<file path="src/rtl/alarm_bank_if.sv">
`default_nettype none
// ---------------------------------------------------------------------------
// alarm_bank_if : time, set/control and status bundle for alarm_bank
// Revision 1.0
// ---------------------------------------------------------------------------
interface alarm_bank_if #(
  parameter int N_ALARMS = 4,
  parameter int SELW     = 2
);
  logic                sec_tick;
  logic [3:0]          now_min1;
  logic [3:0]          now_min2;
  logic [3:0]          now_hour1;
  logic [3:0]          now_hour2;
  logic                now_sec_zero;
  logic [SELW-1:0]     sel;
  logic                set_min;
  logic                set_hour;
  logic                en_toggle;
  logic [3:0]          digit1;
  logic [3:0]          digit2;
  logic                stop;
  logic                snooze;
  logic [3:0]          rd_min1;
  logic [3:0]          rd_min2;
  logic [3:0]          rd_hour1;
  logic [3:0]          rd_hour2;
  logic [N_ALARMS-1:0] alarm_en;
  logic                ringing;
  logic                snoozing;
  logic [SELW-1:0]     ring_id;
  logic                set_err;

  modport master (
    output sec_tick, now_min1, now_min2, now_hour1, now_hour2, now_sec_zero,
    output sel, set_min, set_hour, en_toggle, digit1, digit2, stop, snooze,
    input  rd_min1, rd_min2, rd_hour1, rd_hour2, alarm_en, ringing, snoozing,
    input  ring_id, set_err
  );

  modport slave (
    input  sec_tick, now_min1, now_min2, now_hour1, now_hour2, now_sec_zero,
    input  sel, set_min, set_hour, en_toggle, digit1, digit2, stop, snooze,
    output rd_min1, rd_min2, rd_hour1, rd_hour2, alarm_en, ringing, snoozing,
    output ring_id, set_err
  );
endinterface
`default_nettype wire

</file>
<file path="src/rtl/alarm_bank.sv">
`default_nettype none
// ---------------------------------------------------------------------------
// alarm_bank : N settable BCD HH:MM alarms with enable, match and ring/snooze
// Revision 1.0
// ---------------------------------------------------------------------------
module alarm_bank #(
  parameter int N_ALARMS    = 4,
  parameter int RING_SECS   = 30,
  parameter int SNOOZE_SECS = 300,
  parameter int SELW        = 2
) (
  input  logic         clk,
  input  logic         rst_n,
  alarm_bank_if.slave  bus
);

  typedef enum logic [1:0] {
    ST_IDLE   = 2'd0,
    ST_RING   = 2'd1,
    ST_SNOOZE = 2'd2
  } state_t;

  localparam logic [7:0] RING_LIM = 8'(RING_SECS);
  localparam logic [9:0] SNZ_LIM  = 10'(SNOOZE_SECS);

  logic [N_ALARMS-1:0][3:0] min1_q, min1_d, min2_q, min2_d;
  logic [N_ALARMS-1:0][3:0] hour1_q, hour1_d, hour2_q, hour2_d;
  logic [N_ALARMS-1:0]      en_q, en_d;
  logic                     set_err_q, set_err_d;

  state_t                   state_q, state_d;
  logic [7:0]               ring_cnt_q, ring_cnt_d;
  logic [9:0]               snz_cnt_q, snz_cnt_d;
  logic [SELW-1:0]          ring_id_q, ring_id_d;
  logic                     ringing_q, ringing_d;
  logic                     snoozing_q, snoozing_d;

  logic                     sel_ok;
  logic                     hour_ok;
  logic                     min_ok;
  logic [N_ALARMS-1:0]      hit;
  logic                     any_hit;
  logic [SELW-1:0]          hit_id;
  logic [3:0]               rd_min1, rd_min2, rd_hour1, rd_hour2;

  assign sel_ok  = (32'(bus.sel) < N_ALARMS);
  assign hour_ok = (bus.digit1 <= 4'd9) &&
                   ((bus.digit2 < 4'd2) || ((bus.digit2 == 4'd2) && (bus.digit1 <= 4'd3)));
  assign min_ok  = (bus.digit1 <= 4'd9) && (bus.digit2 <= 4'd5);

  // A simultaneous hour+minute write is treated as an hour-only write.
  always_comb begin
    min1_d    = min1_q;
    min2_d    = min2_q;
    hour1_d   = hour1_q;
    hour2_d   = hour2_q;
    en_d      = en_q;
    set_err_d = 1'b0;
    if (bus.set_hour) begin
      if (!sel_ok || !hour_ok) begin
        set_err_d = 1'b1;
      end else begin
        for (int i = 0; i < N_ALARMS; i++) begin
          if (SELW'(i) == bus.sel) begin
            hour1_d[i] = bus.digit1;
            hour2_d[i] = bus.digit2;
          end
        end
      end
    end else if (bus.set_min) begin
      if (!sel_ok || !min_ok) begin
        set_err_d = 1'b1;
      end else begin
        for (int i = 0; i < N_ALARMS; i++) begin
          if (SELW'(i) == bus.sel) begin
            min1_d[i] = bus.digit1;
            min2_d[i] = bus.digit2;
          end
        end
      end
    end
    if (bus.en_toggle && sel_ok) begin
      for (int i = 0; i < N_ALARMS; i++) begin
        if (SELW'(i) == bus.sel) begin
          en_d[i] = ~en_q[i];
        end
      end
    end
  end

  always_comb begin
    rd_min1  = 4'd0;
    rd_min2  = 4'd0;
    rd_hour1 = 4'd0;
    rd_hour2 = 4'd0;
    for (int i = 0; i < N_ALARMS; i++) begin
      if (sel_ok && (SELW'(i) == bus.sel)) begin
        rd_min1  = min1_q[i];
        rd_min2  = min2_q[i];
        rd_hour1 = hour1_q[i];
        rd_hour2 = hour2_q[i];
      end
    end
  end

  for (genvar g = 0; g < N_ALARMS; g++) begin : g_match
    assign hit[g] = en_q[g] &&
                    (min1_q[g]  == bus.now_min1)  && (min2_q[g]  == bus.now_min2) &&
                    (hour1_q[g] == bus.now_hour1) && (hour2_q[g] == bus.now_hour2);
  end

  // Only the seconds==00 tick qualifies, so each channel can fire once per minute.
  assign any_hit = bus.sec_tick && bus.now_sec_zero && (|hit);

  always_comb begin
    hit_id = '0;
    for (int i = N_ALARMS - 1; i >= 0; i--) begin
      if (hit[i]) begin
        hit_id = SELW'(i);
      end
    end
  end

  always_comb begin
    state_d    = state_q;
    ring_cnt_d = ring_cnt_q;
    snz_cnt_d  = snz_cnt_q;
    ring_id_d  = ring_id_q;
    unique case (state_q)
      ST_IDLE: begin
        if (any_hit) begin
          state_d    = ST_RING;
          ring_id_d  = hit_id;
          ring_cnt_d = 8'd0;
        end
      end
      ST_RING: begin
        if (bus.stop) begin
          state_d = ST_IDLE;
        end else if (bus.snooze) begin
          state_d   = ST_SNOOZE;
          snz_cnt_d = 10'd0;
        end else if (bus.sec_tick) begin
          ring_cnt_d = ring_cnt_q + 8'd1;
          if (ring_cnt_d == RING_LIM) begin
            state_d = ST_IDLE;
          end
        end
      end
      ST_SNOOZE: begin
        if (bus.stop) begin
          state_d = ST_IDLE;
        end else if (bus.sec_tick) begin
          snz_cnt_d = snz_cnt_q + 10'd1;
          if (snz_cnt_d == SNZ_LIM) begin
            state_d    = ST_RING;
            ring_cnt_d = 8'd0;
          end
        end
      end
      default: begin
        state_d = ST_IDLE;
      end
    endcase
    ringing_d  = (state_d == ST_RING);
    snoozing_d = (state_d == ST_SNOOZE);
  end

  always_ff @(posedge clk) begin
    if (!rst_n) begin
      min1_q     <= '0;
      min2_q     <= '0;
      hour1_q    <= '0;
      hour2_q    <= '0;
      en_q       <= '0;
      set_err_q  <= 1'b0;
      state_q    <= ST_IDLE;
      ring_cnt_q <= 8'd0;
      snz_cnt_q  <= 10'd0;
      ring_id_q  <= '0;
      ringing_q  <= 1'b0;
      snoozing_q <= 1'b0;
    end else begin
      min1_q     <= min1_d;
      min2_q     <= min2_d;
      hour1_q    <= hour1_d;
      hour2_q    <= hour2_d;
      en_q       <= en_d;
      set_err_q  <= set_err_d;
      state_q    <= state_d;
      ring_cnt_q <= ring_cnt_d;
      snz_cnt_q  <= snz_cnt_d;
      ring_id_q  <= ring_id_d;
      ringing_q  <= ringing_d;
      snoozing_q <= snoozing_d;
    end
  end

  assign bus.rd_min1  = rd_min1;
  assign bus.rd_min2  = rd_min2;
  assign bus.rd_hour1 = rd_hour1;
  assign bus.rd_hour2 = rd_hour2;
  assign bus.alarm_en = en_q;
  assign bus.ringing  = ringing_q;
  assign bus.snoozing = snoozing_q;
  assign bus.ring_id  = ring_id_q;
  assign bus.set_err  = set_err_q;

endmodule
`default_nettype wire

</file>
<file path="src/flat_wrapper.sv">
// flat-port wrapper written by rule: the top's interface ports become plain ports
module alarm_bank_flat 
#(
  parameter int N_ALARMS    = 4,
  parameter int RING_SECS   = 30,
  parameter int SNOOZE_SECS = 300,
  parameter int SELW        = 2
)
  (clk, rst_n, bus_sec_tick, bus_now_min1, bus_now_min2, bus_now_hour1, bus_now_hour2, bus_now_sec_zero, bus_sel, bus_set_min, bus_set_hour, bus_en_toggle, bus_digit1, bus_digit2, bus_stop, bus_snooze, bus_rd_min1, bus_rd_min2, bus_rd_hour1, bus_rd_hour2, bus_alarm_en, bus_ringing, bus_snoozing, bus_ring_id, bus_set_err);
  alarm_bank_if #(.N_ALARMS(N_ALARMS), .SELW(SELW)) bus_i ();
  input  logic clk;
  input  logic rst_n;
  input wire logic [$bits(bus_i.sec_tick)-1:0] bus_sec_tick;
  input wire logic [$bits(bus_i.now_min1)-1:0] bus_now_min1;
  input wire logic [$bits(bus_i.now_min2)-1:0] bus_now_min2;
  input wire logic [$bits(bus_i.now_hour1)-1:0] bus_now_hour1;
  input wire logic [$bits(bus_i.now_hour2)-1:0] bus_now_hour2;
  input wire logic [$bits(bus_i.now_sec_zero)-1:0] bus_now_sec_zero;
  input wire logic [$bits(bus_i.sel)-1:0] bus_sel;
  input wire logic [$bits(bus_i.set_min)-1:0] bus_set_min;
  input wire logic [$bits(bus_i.set_hour)-1:0] bus_set_hour;
  input wire logic [$bits(bus_i.en_toggle)-1:0] bus_en_toggle;
  input wire logic [$bits(bus_i.digit1)-1:0] bus_digit1;
  input wire logic [$bits(bus_i.digit2)-1:0] bus_digit2;
  input wire logic [$bits(bus_i.stop)-1:0] bus_stop;
  input wire logic [$bits(bus_i.snooze)-1:0] bus_snooze;
  output wire logic [$bits(bus_i.rd_min1)-1:0] bus_rd_min1;
  output wire logic [$bits(bus_i.rd_min2)-1:0] bus_rd_min2;
  output wire logic [$bits(bus_i.rd_hour1)-1:0] bus_rd_hour1;
  output wire logic [$bits(bus_i.rd_hour2)-1:0] bus_rd_hour2;
  output wire logic [$bits(bus_i.alarm_en)-1:0] bus_alarm_en;
  output wire logic [$bits(bus_i.ringing)-1:0] bus_ringing;
  output wire logic [$bits(bus_i.snoozing)-1:0] bus_snoozing;
  output wire logic [$bits(bus_i.ring_id)-1:0] bus_ring_id;
  output wire logic [$bits(bus_i.set_err)-1:0] bus_set_err;
  assign bus_i.sec_tick = bus_sec_tick;
  assign bus_i.now_min1 = bus_now_min1;
  assign bus_i.now_min2 = bus_now_min2;
  assign bus_i.now_hour1 = bus_now_hour1;
  assign bus_i.now_hour2 = bus_now_hour2;
  assign bus_i.now_sec_zero = bus_now_sec_zero;
  assign bus_i.sel = bus_sel;
  assign bus_i.set_min = bus_set_min;
  assign bus_i.set_hour = bus_set_hour;
  assign bus_i.en_toggle = bus_en_toggle;
  assign bus_i.digit1 = bus_digit1;
  assign bus_i.digit2 = bus_digit2;
  assign bus_i.stop = bus_stop;
  assign bus_i.snooze = bus_snooze;
  assign bus_rd_min1 = bus_i.rd_min1;
  assign bus_rd_min2 = bus_i.rd_min2;
  assign bus_rd_hour1 = bus_i.rd_hour1;
  assign bus_rd_hour2 = bus_i.rd_hour2;
  assign bus_alarm_en = bus_i.alarm_en;
  assign bus_ringing = bus_i.ringing;
  assign bus_snoozing = bus_i.snoozing;
  assign bus_ring_id = bus_i.ring_id;
  assign bus_set_err = bus_i.set_err;
  alarm_bank #(.N_ALARMS(N_ALARMS), .RING_SECS(RING_SECS), .SNOOZE_SECS(SNOOZE_SECS), .SELW(SELW)) u_core (.clk(clk), .rst_n(rst_n), .bus(bus_i));
endmodule
</file>
<file path="config.mk">
export PLATFORM = sky130hd
export DESIGN_NAME = alarm_bank_flat
export DESIGN_NICKNAME = d
export VERILOG_FILES = /design/src/rtl/alarm_bank_if.sv /design/src/rtl/alarm_bank.sv /design/src/flat_wrapper.sv
export SDC_FILE = /design/constraint.sdc
export NUM_CORES = 1
export LEC_CHECK = 0
export CAP_MARGIN = 20
export CELL_PAD_IN_SITES_DETAIL_PLACEMENT = 1
export CELL_PAD_IN_SITES_GLOBAL_PLACEMENT = 2
export CORE_ASPECT_RATIO = 1.1
export CORE_UTILIZATION = 25
export DETAILED_ROUTE_END_ITERATION = 8
export PLACE_DENSITY = 0.64
export SLEW_MARGIN = 20
export SYNTH_ARGS = -nofsm -noshare
export SYNTH_HDL_FRONTEND = slang
export SYNTH_SLANG_ARGS = --single-unit
</file>
<file path="constraint.sdc">
create_clock -name clk -period 6.66 [get_ports clk]
set_input_delay 1.332 -clock clk [delete_from_list [all_inputs] [get_ports clk]]
set_output_delay 1.332 -clock clk [all_outputs]
set_load 0.05 [all_outputs]
</file>
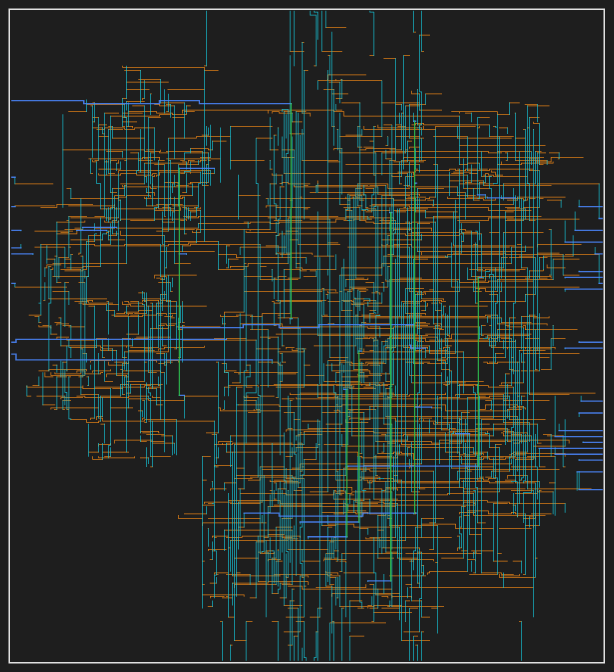
Figure 1: metal layers overlaid.
metal 1 -> orange  # wire length 7,310 um
metal 4 -> green  # wire length 394 um
metal 2 -> cyan  # wire length 8,190 um
metal 3 -> blue  # wire length 528 um
wire per inst: 19.4 um
Global Route Usage Sum: 0.173

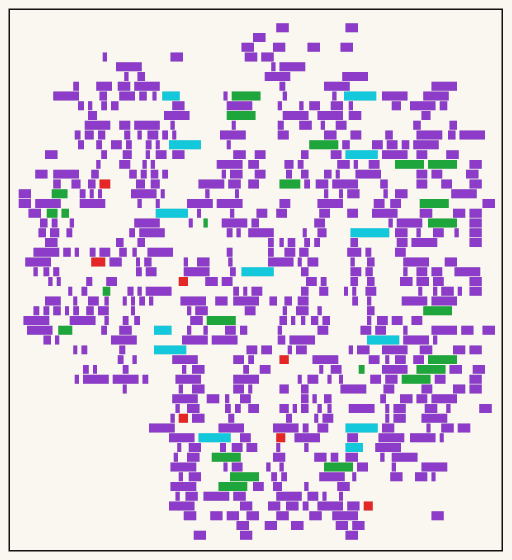
Figure 2: drive-strength map.
_2 cells -> green  # cells 24, share 4.0%
_3 and _4 cells -> red  # cells 7, share 1.2%
_0 and _1 cells -> purple  # cells 556, share 93%
_6 and larger -> cyan  # cells 13, share 2.2%
Area Growth Syn to Fin: 22.2%
Buffers, non-clock: 63

==> flow_summary.toml <==
# implementation run metrics
[die]
die-height_um = 150
rows = 53
core_um2 = 19400
die_x_um = 137
fp_util = 0.259
io_pins = 60
die-area_um2 = 20600

[power_and_ir_drop]
p_per_area_nw_per_um2 = 202
swShare = 0.247
power.share.clock = 0.443
seqPwrFrac = 0.457
combPwrFrac = 0.100
ir_drop_mv = 0.119
switchingPower_mw = 0.306
p_leak_nw = 2.25
total_power_mw = 1.24
power.internal_mw = 0.930

[drt]
via_per_inst = 4.94
initialDrtViolationCount = 121
routed_wl_um = 16400
first_pass_iters = 4
ant_nets = 0
drc = 0
num_vias = 4180

[hold_path]
hold_class = "flop to flop"
hp-start = "u_core.bus.ring_id[1]"

[clocking]
cts_buffers = 9
cts_resized = 0
h-tree-depth = 3
cts_setup_buffers = 0
clk_path_buf_depth = 2
clock-sinks = 93
clk_pin_slew_ns = 0.06
cts_root_buf = "clkbuf_16"
cts_tree = "yes"
clk_latency_ns = 0.36
cts_hold_buffers = 0

[placed_design]
hpwlAfterDp_um = 12500
postPlaceCellArea_um2 = 5810
portBuffers = 59
place_congestion = 0.819

[logic_synthesis]
numSynthFlops = 93
yosys-stat-area_um2 = 5010
edf_count = 0
syn_area_um2 = 5010
ys_seq_frac = 0.372
synth_nets = 593
netlist_instances = 555
yosysCellCount = 555
synthArstFlopShare = 0
synth.distinct_cells = 50
avgSynthCellArea_um2 = 9.02
yosys_warnings = 0
synth-main-ff-cell = "dfxtp_1"

[global_routing]
grt_max_degree = 40
gr-total-overflow = 0
grt_pass1_wl_um = 26300
grt_pass1_vias = 4598
antenna_found_initial = 1

[worst_setup_path]
r2r-start = "u_core.hour1_q[14]"
path_class = "input pin to primary output"
crit_path_start_kind = "input pin"
cp-end-kind = "primary output"
worstPathRequired_ns = 5.33
worstPathArrival_ns = 3.71
cp_max_fo = 12
crit_slowest_cell = "clkdlybuf4s50_1"
startpoint = "bus_sel[1]"
worstPathCellList = "clkdlybuf4s50_1, buf_4, mux4_2, clkdlybuf4s50_1"
crit_top_cell = "clkdlybuf4s50_1"
slowest_delay_ns = 0.79

[final_layout]
final_nets = 633
drive_above_1_share = 0.0733
fin_util = 0.316
lay_top_cells = "93 x dfxtp_1, 74 x nor2_1, 59 x clkdlybuf4s50_1"
antennaDiodeCount = 0
final_area_um2 = 6120
layout_top_cell = "dfxtp_1"

[timing]
tns_ns = 0
fin_skew_ns = 0.00966
finalHoldViolCount = 0
slew-limit-headroom = 0.440
fin_crit_ns = 5.05
tightest_slew_ns = 0.840
post-route-period-util = 0.758
setup_viol = 0
rsz0062_at_grt = "false"
fmax_ghz = 0.198
finalMaxSlewViolations = 0

[run_status]
status = "complete, no violations"

[job]
maxCapViolations = 0
tool_warnings = 27
==> sequential cells by signal (all words and copies together), names as in the netlist <==
signal and flops:
u_core.min2_q 16, u_core.bus.alarm_en 4, u_core.bus.snoozing 1, u_core.state_q 2, u_core.hour2_q 16, u_core.hour1_q 16
u_core.bus.ring_id 2, u_core.snz_cnt_q 10, u_core.bus.set_err 1, u_core.ring_cnt_q 8, u_core.bus.ringing 1, u_core.min1_q 16
==> cells in the mapped netlist, drive strengths merged, types with 5 or more instances <==
| cell | count | area, um^2 |
|---|---|---|
| a21oi | 21 | 105 |
| a31oi | 7 | 43.8 |
| and3 | 11 | 68.8 |
| buf | 5 | 21.3 |
| clkbuf | 29 | 109 |
| dfxtp | 93 | 1860 |
| inv | 5 | 18.8 |
| mux2i | 49 | 490 |
| mux4 | 16 | 360 |
| nand2 | 51 | 194 |
| nand3 | 27 | 135 |
| nand4 | 6 | 37.5 |
| nor2 | 74 | 278 |
| nor3 | 8 | 40.0 |
| nor3b | 5 | 37.5 |
| nor4 | 15 | 93.8 |
| o21ai | 9 | 45.0 |
| xnor2 | 31 | 272 |
| xor2 | 41 | 359 |
==> power groups by stage <==
stage	registers [mW]	logic, mW	clock network (mW)
2_1_floorplan	0.582	0.0606	0
3_3_place_gp	0.577	0.124	0
3_5_place_dp	0.577	0.124	0
4_1_cts	0.564	0.125	0.563
5_1_grt	0.565	0.133	0.587
6_report	0.565	0.123	0.547
==> kinds of logic (layout without fill, tap and decap cells) <==
family          count (synthesis)  after routing  synth area share
compound gates                 48             48            0.0577
mux                            66             66             0.172
fa+ha+maj                       3              3           0.00750
flops                          93             93             0.372
buf+inv                        39             84            0.0297
xor+xnor                       72             72             0.126
simple gates                  234            234             0.235
==> critical path, delay by kind of cell <==
family | cells | cell delay [ns]
buf+inv | 3 | 1.83
mux | 1 | 0.53
==> cell type report <==
class	instances	area (um^2)
clock inverter	3	42.5
clock buffer	13	270
timing repair buffer	63	621
sequential	93	1860
multi-input combinational	423	3000
tap	247	309
fill	2264	13200
inverter	5	18.8
==> per-stage QoR <==
| step | setup slack [ns] | hold slack, ns | std cells |
|---|---|---|---|
| final | 1.61 | 0.461 | 847 |
| after floorplan | 2.77 | 0.431 | 555 |
| after global routing | 1.50 | 0.499 | 847 |
| after CTS | 1.59 | 0.464 | 847 |
| after detailed placement | 1.59 | 0.452 | 831 |
| after global placement | 1.61 | 0.446 | 831 |
==> final timing paths <==
| kind | slack, ns | to | depth (start not counted) |
|---|---|---|---|
| min | 0.46 | u_core.bus.ring_id[1] | 2 |
| min reg2reg | 0.46 | u_core.bus.ring_id[1] | 2 |
| max reg2reg | 4.08 | u_core.ring_cnt_q[6] | 7 |
| max | 1.61 | bus_rd_hour2[2] | 4 |
==> metal layers <==
layer | global-route usage | share of wire
met5 | 0 | 0
met4 | 0.0654 | 0.024
met3 | 0.0337 | 0.032
met2 | 0.300 | 0.50
met1 | 0.208 | 0.45
No activity file was given, so power comes from the tool's default toggle rates.
